[src/rtl/regfile_read_arbiter_if.sv]
// Bus between the requesting pipeline units, the shared 16:1 register-read
// mux and the read arbiter. The arbiter side uses the slave modport; the
// requester/mux side uses the master modport.
interface regfile_read_arbiter_if #(
  parameter int NREQ   = 4,
  parameter int ID_W   = 2,
  parameter int DATA_W = 32
);
  logic [NREQ-1:0]   req;
  logic [4*NREQ-1:0] req_sel;
  logic [3:0]        mux_sel;
  logic [DATA_W-1:0] mux_data;
  logic [NREQ-1:0]   gnt;
  logic              busy;
  logic [DATA_W-1:0] rdata;
  logic              rvalid;
  logic [ID_W-1:0]   rid;

  modport slave (
    input  req, req_sel, mux_data,
    output mux_sel, gnt, busy, rdata, rvalid, rid
  );

  modport master (
    output req, req_sel, mux_data,
    input  mux_sel, gnt, busy, rdata, rvalid, rid
  );
endinterface

[src/rtl/regfile_read_arbiter.sv]
// Round-robin arbiter/sequencer for one shared 16:1 register-read mux.
// Each access takes two cycles: a grant cycle in which mux_sel is driven and
// the mux settles, then a capture edge that registers mux_data into rdata.
module regfile_read_arbiter #(
  parameter int NREQ   = 4,
  parameter int ID_W   = 2,
  parameter int DATA_W = 32
) (
  input  logic clk,
  input  logic reset,
  regfile_read_arbiter_if.slave bus
);

  typedef enum logic {IDLE, BUSY} state_t;

  state_t          state;
  logic [ID_W-1:0] last;   // previous winner; search starts just after it
  logic [ID_W-1:0] owner;  // requester whose access is in flight

  logic            win_found;
  logic [ID_W-1:0] win_id;
  logic [3:0]      win_sel;
  logic [ID_W-1:0] idx;

  // Round-robin search: first set req bit starting at (last+1) mod NREQ.
  // NOTE: every variable driven here gets a default first, otherwise a path
  // that leaves it unassigned would infer a latch.
  always_comb begin
    win_found = 1'b0;
    win_id    = '0;
    idx       = '0;
    for (int i = 1; i <= NREQ; i++) begin
      idx = ID_W'((int'(last) + i) % NREQ);
      if (!win_found && bus.req[idx]) begin
        win_found = 1'b1;
        win_id    = idx;
      end
    end
  end

  // Register index requested by the current winner.
  always_comb begin
    win_sel = '0;
    for (int k = 0; k < NREQ; k++) begin
      if (win_id == ID_W'(k)) win_sel = bus.req_sel[4*k +: 4];
    end
  end

  // Access sequencer: grant in IDLE, capture mux output in BUSY.
  // NOTE: state is updated with non-blocking assignments so every flop samples
  // the pre-edge values, independent of statement order.
  always_ff @(posedge clk) begin
    if (reset) begin
      state      <= IDLE;
      last       <= ID_W'(NREQ - 1);
      owner      <= '0;
      bus.mux_sel <= '0;
      bus.gnt    <= '0;
      bus.busy   <= 1'b0;
      bus.rdata  <= '0;
      bus.rvalid <= 1'b0;
      bus.rid    <= '0;
    end else begin
      case (state)
        IDLE: begin
          bus.rvalid <= 1'b0;
          if (win_found) begin
            bus.mux_sel <= win_sel;
            owner       <= win_id;
            bus.gnt     <= NREQ'(1) << win_id;
            bus.busy    <= 1'b1;
            state       <= BUSY;
          end else begin
            // mux_sel deliberately holds its last value between accesses.
            bus.gnt <= '0;
          end
        end
        BUSY: begin
          bus.rdata  <= bus.mux_data;
          bus.rid    <= owner;
          bus.rvalid <= 1'b1;
          last       <= owner;
          bus.gnt    <= '0;
          bus.busy   <= 1'b0;
          state      <= IDLE;
        end
        default: state <= IDLE;
      endcase
    end
  end

endmodule

[src/flat_wrapper.sv]
// flat-port wrapper written by rule: the top's interface ports become plain ports
module regfile_read_arbiter_flat 
#(
  parameter int NREQ   = 4,
  parameter int ID_W   = 2,
  parameter int DATA_W = 32
)
  (clk, reset, bus_req, bus_req_sel, bus_mux_data, bus_mux_sel, bus_gnt, bus_busy, bus_rdata, bus_rvalid, bus_rid);
  regfile_read_arbiter_if #(.NREQ(NREQ), .ID_W(ID_W), .DATA_W(DATA_W)) bus_i ();
  input  logic clk;
  input  logic reset;
  input wire logic [$bits(bus_i.req)-1:0] bus_req;
  input wire logic [$bits(bus_i.req_sel)-1:0] bus_req_sel;
  input wire logic [$bits(bus_i.mux_data)-1:0] bus_mux_data;
  output wire logic [$bits(bus_i.mux_sel)-1:0] bus_mux_sel;
  output wire logic [$bits(bus_i.gnt)-1:0] bus_gnt;
  output wire logic [$bits(bus_i.busy)-1:0] bus_busy;
  output wire logic [$bits(bus_i.rdata)-1:0] bus_rdata;
  output wire logic [$bits(bus_i.rvalid)-1:0] bus_rvalid;
  output wire logic [$bits(bus_i.rid)-1:0] bus_rid;
  assign bus_i.req = bus_req;
  assign bus_i.req_sel = bus_req_sel;
  assign bus_i.mux_data = bus_mux_data;
  assign bus_mux_sel = bus_i.mux_sel;
  assign bus_gnt = bus_i.gnt;
  assign bus_busy = bus_i.busy;
  assign bus_rdata = bus_i.rdata;
  assign bus_rvalid = bus_i.rvalid;
  assign bus_rid = bus_i.rid;
  regfile_read_arbiter #(.NREQ(NREQ), .ID_W(ID_W), .DATA_W(DATA_W)) u_core (.clk(clk), .reset(reset), .bus(bus_i));
endmodule
[config.mk]
export PLATFORM = sky130hd
export DESIGN_NAME = regfile_read_arbiter_flat
export DESIGN_NICKNAME = d
export VERILOG_FILES = /design/src/rtl/regfile_read_arbiter_if.sv /design/src/rtl/regfile_read_arbiter.sv /design/src/flat_wrapper.sv
export SDC_FILE = /design/constraint.sdc
export NUM_CORES = 1
export LEC_CHECK = 0
export ABC_AREA = 1
export CORE_MARGIN = 5
export CORE_UTILIZATION = 42
export CTS_BUF_LIST = sky130_fd_sc_hd__clkbuf_4
export DETAILED_ROUTE_END_ITERATION = 10
export HOLD_SLACK_MARGIN = 0.05
export MAX_ROUTING_LAYER = met4
export PLACE_DENSITY = 0.82
export REMOVE_ABC_BUFFERS = 1
export SYNTH_ARGS = -nofsm -noshare
export SYNTH_HDL_FRONTEND = slang
export SYNTH_SLANG_ARGS = --single-unit
[constraint.sdc]
create_clock -name clk -period 1.97 [get_ports clk]
set_input_delay 0.4925 -clock clk [delete_from_list [all_inputs] [get_ports clk]]
set_output_delay 0.4925 -clock clk [all_outputs]
set_load 0.01 [all_outputs]
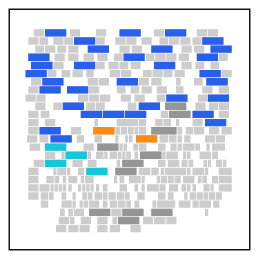
Run 1: where the registers sit
Scale: 3 px per µm.
legend:
  u_core.bus.rid:
    color: orange
    placed_flops: 2
  u_core.bus.mux_sel:
    color: cyan
    placed_flops: 4
  u_core.bus.rdata:
    color: blue
    placed_flops: 32

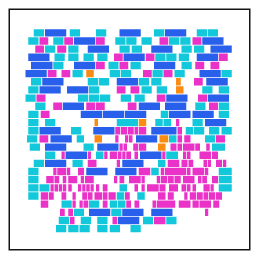
Run 1: placement by cell class
Scale: 3 px per µm.
legend:
  clock drivers and dummy loads:
    color: orange
    cells: 8
    share_of_their_area: 1.7%
  flip-flops:
    color: blue
    cells: 49
    share_of_their_area: 31%
  other buffers and delay cells:
    color: cyan
    cells: 113
    share_of_their_area: 35%
  all other logic:
    color: magenta
    cells: 161
    share_of_their_area: 32%

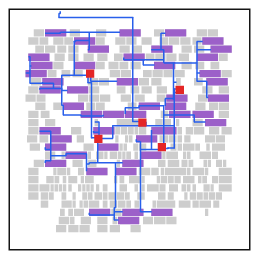
Run 1: clock distribution
Scale: 3 px per µm.
legend:
  cells driving clock nets:
    color: red
    count: 5
  clock wires:
    color: blue
    length: 557 µm
  flip-flops:
    color: purple
    count: 49
routed clock nets: 6

==> flow_summary.json, run 1 <==
{
  "ir_drop_uv": 511,
  "worstMarginPinSlew_ns": 0.247,
  "diodes": 0,
  "fin_crit_sh_pct": 93.1,
  "slowest_delay_ns": 0.47,
  "drc": 0,
  "critPathRequiredTime_ns": 2.27,
  "grt_overflow": 0,
  "slew_violations": 0,
  "yosysChipArea_um2": 2040,
  "htreeDepth": 2,
  "die_area_um2": 6350,
  "power.internal_uw": 1960,
  "fmax_ghz": 0.545,
  "antenna_found_initial": 0,
  "start_kind": "flip-flop",
  "place_hpwl_um": 4210,
  "grt_max_degree": 34,
  "route.vias.total": 1923,
  "nNetsFinal": 384,
  "vias_per_cell": 4.83,
  "finalSetupViolations": 0,
  "fp_util_pct": 43.2,
  "place_area_um2": 3160,
  "clkTransAtPathRegs_ns": 0.14,
  "worst_slack_ns": 0.136,
  "worstSetupPathType": "flip-flop to flip-flop",
  "cp_slowest_cell": "dfxtp_1",
  "wl_per_cell_um": 13.7,
  "ys_ff": 49,
  "final_util_pct": 69.1,
  "die_y_um": 79.7,
  "outcome": "complete, no violations",
  "clock-sinks": 49,
  "synth_cell_type_count": 23,
  "mostFrequentLayoutCell": "clkdlybuf4s50_1",
  "leakage_uw": 0.00142,
  "clkPwrFrac_pct": 14.9,
  "hold_path.class": "flip-flop to flip-flop",
  "root_buffer": "clkbuf_4",
  "ys_cells": 220,
  "synth_warnings": 0,
  "maxCapViolations": 0,
  "worstSetupEndpointType": "flip-flop",
  "finalWeightedCongestion": 0.896,
  "slew_headroom_pct": 83.6,
  "synthesis.area_um2": 2040,
  "core_area_um2": 4720,
  "grt_pass1_wl_um": 8420,
  "fin_area_um2": 3260
}
==> run 1: area by class of cell <==
class	instances	area (µm²)
multi-input combinational	142	950
fill	409	1460
clock inverter	3	17.5
timing repair buffer	113	1120
clock buffer	5	37.5
sequential	49	985
inverter	19	73.8
tap	67	83.8
==> run 1: critical path: cells and delay by family, from the launching register on <==
family / cells / cell delay (ns)
compound gates: 2 / 0.25
simple gates: 7 / 0.79
flops: 1 / 0.47
buf+inv: 2 / 0.28
==> run 1: flip-flops by register name, summed over array words and instances, names as in the netlist <==
register and count:
u_core.bus.busy 1, u_core.bus.gnt 4, u_core.bus.mux_sel 4, u_core.bus.rdata 32, u_core.bus.rid 2, u_core.bus.rvalid 1
u_core.last 2, u_core.owner 2, u_core.state 1
==> run 1: synthesized netlist by cell type, drive strengths merged <==
library cell   n  area (µm²)
nand2         55         299
dfxtp         49         981
a22o          32         280
inv           19        71.3
nand3         15        80.1
a21oi         11        73.8
nor2           9        67.6
clkbuf         7        26.3
nand3b         5        37.5
nor3           4        20.0
o21ai          4        20.0
buf            3        33.8
nand4          3        18.8
o211ai         3        22.5
o21bai         1        7.51
==> run 1: repair_timing <==
| action | in CTS | in global routing |
|---|---|---|
| gates resized | 0 | 13 |
| hold buffers | 0 | 0 |
| endpoints found under the setup margin | 0 | 4 |
| setup buffers | 0 | 2 |
==> run 1: layer usage <==
| metal | up-vias | routed length, µm | global-route usage, % |
|---|---|---|---|
| met3 | 13 | 374 | 5.42 |
| met1 | 883 | 2220 | 20.2 |
| met2 | 53 | 2690 | 27.1 |
| met5 | - | 0 | - |
| li1 | 974 | - | - |
| met4 | 0 | 150 | 6.87 |
==> run 1: path summary, 6_finish.rpt <==
check	startpoint	endpoint	slack, ns	depth (start not counted)
worst max-delay path	u_core.last[1]$_SDFFE_PP1P_	u_core.bus.mux_sel[3]$_SDFFE_PP0P_	0.14	11
worst min-delay path	u_core.bus.mux_sel[1]$_SDFFE_PP0P_	u_core.bus.mux_sel[1]$_SDFFE_PP0P_	0.49	2
worst max register to register	u_core.last[1]$_SDFFE_PP1P_	u_core.bus.mux_sel[3]$_SDFFE_PP0P_	0.14	11
worst min register to register	u_core.bus.mux_sel[1]$_SDFFE_PP0P_	u_core.bus.mux_sel[1]$_SDFFE_PP0P_	0.49	2
==> run 1: logic make-up after synthesis <==
family,count (synthesis),synth area share (%)
compound gates,51,19.8
buf+inv,29,6.44
flops,49,48.1
simple gates,91,25.6
==> run 1: power by group through the flow <==
stage / sequential [µW] / combinational, µW / clock [µW]
6_report: 1230 / 1350 / 452
5_1_grt: 1250 / 1470 / 509
4_1_cts: 1220 / 1320 / 470
3_5_place_dp: 1240 / 1320 / 0
3_3_place_gp: 1240 / 1290 / 0
2_1_floorplan: 1310 / 648 / 0
==> run 1: through the flow <==
stage,power [µW],std cells,setup TNS (ns),hold slack (ns)
3_5_place_dp,2560,388,-2.55,0.460
3_3_place_gp,2530,388,-2.12,0.453
4_1_cts,3020,396,0,0.487
6_report,3030,398,0,0.486
2_1_floorplan,1950,210,-0.685,0.460
5_1_grt,3230,398,-0.00638,0.504
==> run 2: changes to the inputs <==
--- a/config.mk
+++ b/config.mk
@@ -6,7 +6,8 @@
 export NUM_CORES = 1
 export LEC_CHECK = 0
 export ABC_AREA = 1
-export CORE_MARGIN = 5
+export CORE_ASPECT_RATIO = 0.5
+export CORE_MARGIN = 8
 export CORE_UTILIZATION = 42
 export CTS_BUF_LIST = sky130_fd_sc_hd__clkbuf_4
 export DETAILED_ROUTE_END_ITERATION = 10
@@ -14,6 +15,7 @@
 export MAX_ROUTING_LAYER = met4
 export PLACE_DENSITY = 0.82
 export REMOVE_ABC_BUFFERS = 1
+export SLEW_MARGIN = 20
 export SYNTH_ARGS = -nofsm -noshare
 export SYNTH_HDL_FRONTEND = slang
 export SYNTH_SLANG_ARGS = --single-unit
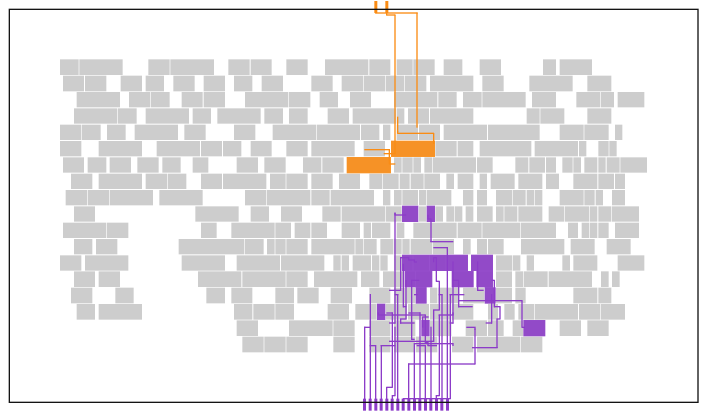
Run 2: I/O nets highlighted
Scale: 6 px per µm.
legend:
  bus_rid:
    color: orange
    bits: 2
    direction: output
    edge: north
    end_cells: 2
    buffers: 2
    wire: 70.8 µm
  bus_req_sel:
    color: purple
    bits: 16
    direction: input
    edge: south
    end_cells: 16
    buffers: 16
    wire: 443 µm
Buffers on Ports: 97
num ports: 98

==> run 2 against run 1 <==
Compared with the run above: setup slack got worse by 0.024 ns; synthesized cell count unchanged; critical path depth increased by 2; non-clock buffer count increased by 3; sequential share of layout area decreased by 1.5 points; synthesized area unchanged; total power increased by 11%; clock-buffer cell count unchanged; via count increased by 2.0%; highest routed layer unchanged.
==> flow_summary.json, run 2 <==
{
  "outcome": "complete, no violations",
  "r2r_slack_ns": 0.11,
  "vias_per_cell": 4.85,
  "reg_top3": "u_core.bus.rdata x32, u_core.bus.gnt x4, u_core.bus.mux_sel x4",
  "hold_start": "u_core.bus.rid[1]$_SDFFE_PP0P_",
  "ir_drop_uv": 529,
  "slew_violations": 0,
  "stdcell_count": 404,
  "grt_max_degree": 34,
  "yosysTopAreaCell": "dfxtp_1",
  "ctsHoldBuffers": 0,
  "synth_cell_type_count": 23,
  "top_cell": "dfxtp_1",
  "yosysChipArea_um2": 2040,
  "ys_cells": 220,
  "core_area_um2": 4800,
  "synthesis.area_um2": 2040,
  "timing.rr.start": "u_core.last[0]$_SDFFE_PP1P_",
  "finalSetupViolations": 0,
  "tns_ns": 0,
  "wl_per_cell_um": 15.6,
  "yosysTopAreaCellShare_pct": 48.1,
  "htreeDepth": 2,
  "power.total_uw": 3380,
  "dp.cells": 390,
  "grt_pass1_wl_um": 9920,
  "ys_async_sr_fraction_pct": 0,
  "clkTransAtPathRegs_ns": 0.16,
  "start_kind": "flip-flop",
  "root_buffer": "clkbuf_4",
  "drc": 0,
  "worstHoldPathCells": 2,
  "critPathRequiredTime_ns": 2.27,
  "leakage_uw": 0.00149,
  "fin_crit_sh_pct": 94.3,
  "place_hpwl_um": 4840,
  "ys_ff": 49
}
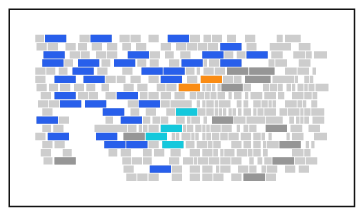
Run 2: where the registers sit
Scale: 3 px per µm.
legend:
  u_core.bus.mux_sel:
    color: cyan
    placed_flops: 4
  u_core.bus.rdata:
    color: blue
    placed_flops: 32
  u_core.bus.rid:
    color: orange
    placed_flops: 2
not colored: 11
Seq area share: 28.7%
flip-flop and latch area: 988 µm²
Seq group: 1240 µW

==> run 2: cell counts after synthesis <==
Identical to the previous run, type by type.
==> run 2: per-stage QoR <==
stage               setup WS, ns  utilization (%)  hold slack (ns)  area [µm²]
floorplan                 -0.159                -            0.460        1980
global placement          -0.283             65.7            0.451        3150
detailed placement        -0.459             65.7            0.458        3150
CTS                       0.0212             67.6            0.481        3240
global route             -0.0514             71.8            0.507        3440
finish                     0.112             71.8            0.477        3440
==> run 2: critical path: stages (launching register included) <==
cell	delay, ns
dfxtp_4	0.43
buf_8	0.16
nand2_4	0.05
nand2_4	0.08
nand2_4	0.06
nand2_4	0.11
nor2_4	0.05
a21oi_4	0.18
nand2_2	0.09
nor2_4	0.22
nand3_2	0.08
nand3_1	0.08
nand2_1	0.08
a21oi_2	0.12
==> run 2: area by class of cell <==
cell class,instances,area (µm²)
fill,361,1350
inverter,19,81.3
timing repair buffer,116,1160
sequential,49,988
multi-input combinational,142,1050
clock inverter,3,41.3
tap,70,87.6
clock buffer,5,37.5
==> run 2: power by group <==
group	total, µW	internal (µW)	switching [µW]
registers	1240	1140	90.9
logic	1550	770	784
clock network	590	263	327
==> run 2: worst max-delay path by stage <==
stage / endpoint / slack (ns) / cells after the start
after CTS: u_core.bus.mux_sel[3]$_SDFFE_PP0P_ / 0.02 / 13
after global routing: u_core.owner[0]$_SDFFE_PP0P_ / -0.05 / 13
after detailed placement: u_core.bus.mux_sel[3]$_SDFFE_PP0P_ / -0.46 / 13
after global placement: u_core.bus.mux_sel[3]$_SDFFE_PP0P_ / -0.28 / 13
after floorplan: u_core.owner[1]$_SDFFE_PP0P_ / -0.16 / 5
final: u_core.bus.mux_sel[1]$_SDFFE_PP0P_ / 0.11 / 13
==> run 2: per-layer routing <==
metal  global-route usage, %  routed length (µm)  share of wire, %
met5                       -                   0                 0
met4                    5.75                  99               1.6
met3                    3.11                 188               3.0
met2                    30.8                3470                55
met1                    18.1                2550                40
==> run 2: cell families (layout without fill, tap and decap cells) <==
kind of cell           Yosys count  count (layout)  share of synthesized area, %
flip-flops                      49              49                          48.1
buffers and inverters           29             143                          6.44
AND-OR/OR-AND                   51              51                          19.8
AND/OR/NAND/NOR                 91              91                          25.6
==> run 2: repair_timing <==
| item | CTS | global route |
|---|---|---|
| pin swaps | 0 | 20 |
| buffers inserted | 0 | 6 |
| setup endpoints to repair | 3 | 5 |
| gates cloned | 0 | 0 |
| resized | 3 | 40 |
Power figures rest on the tool's default switching activity, not on a simulated workload.
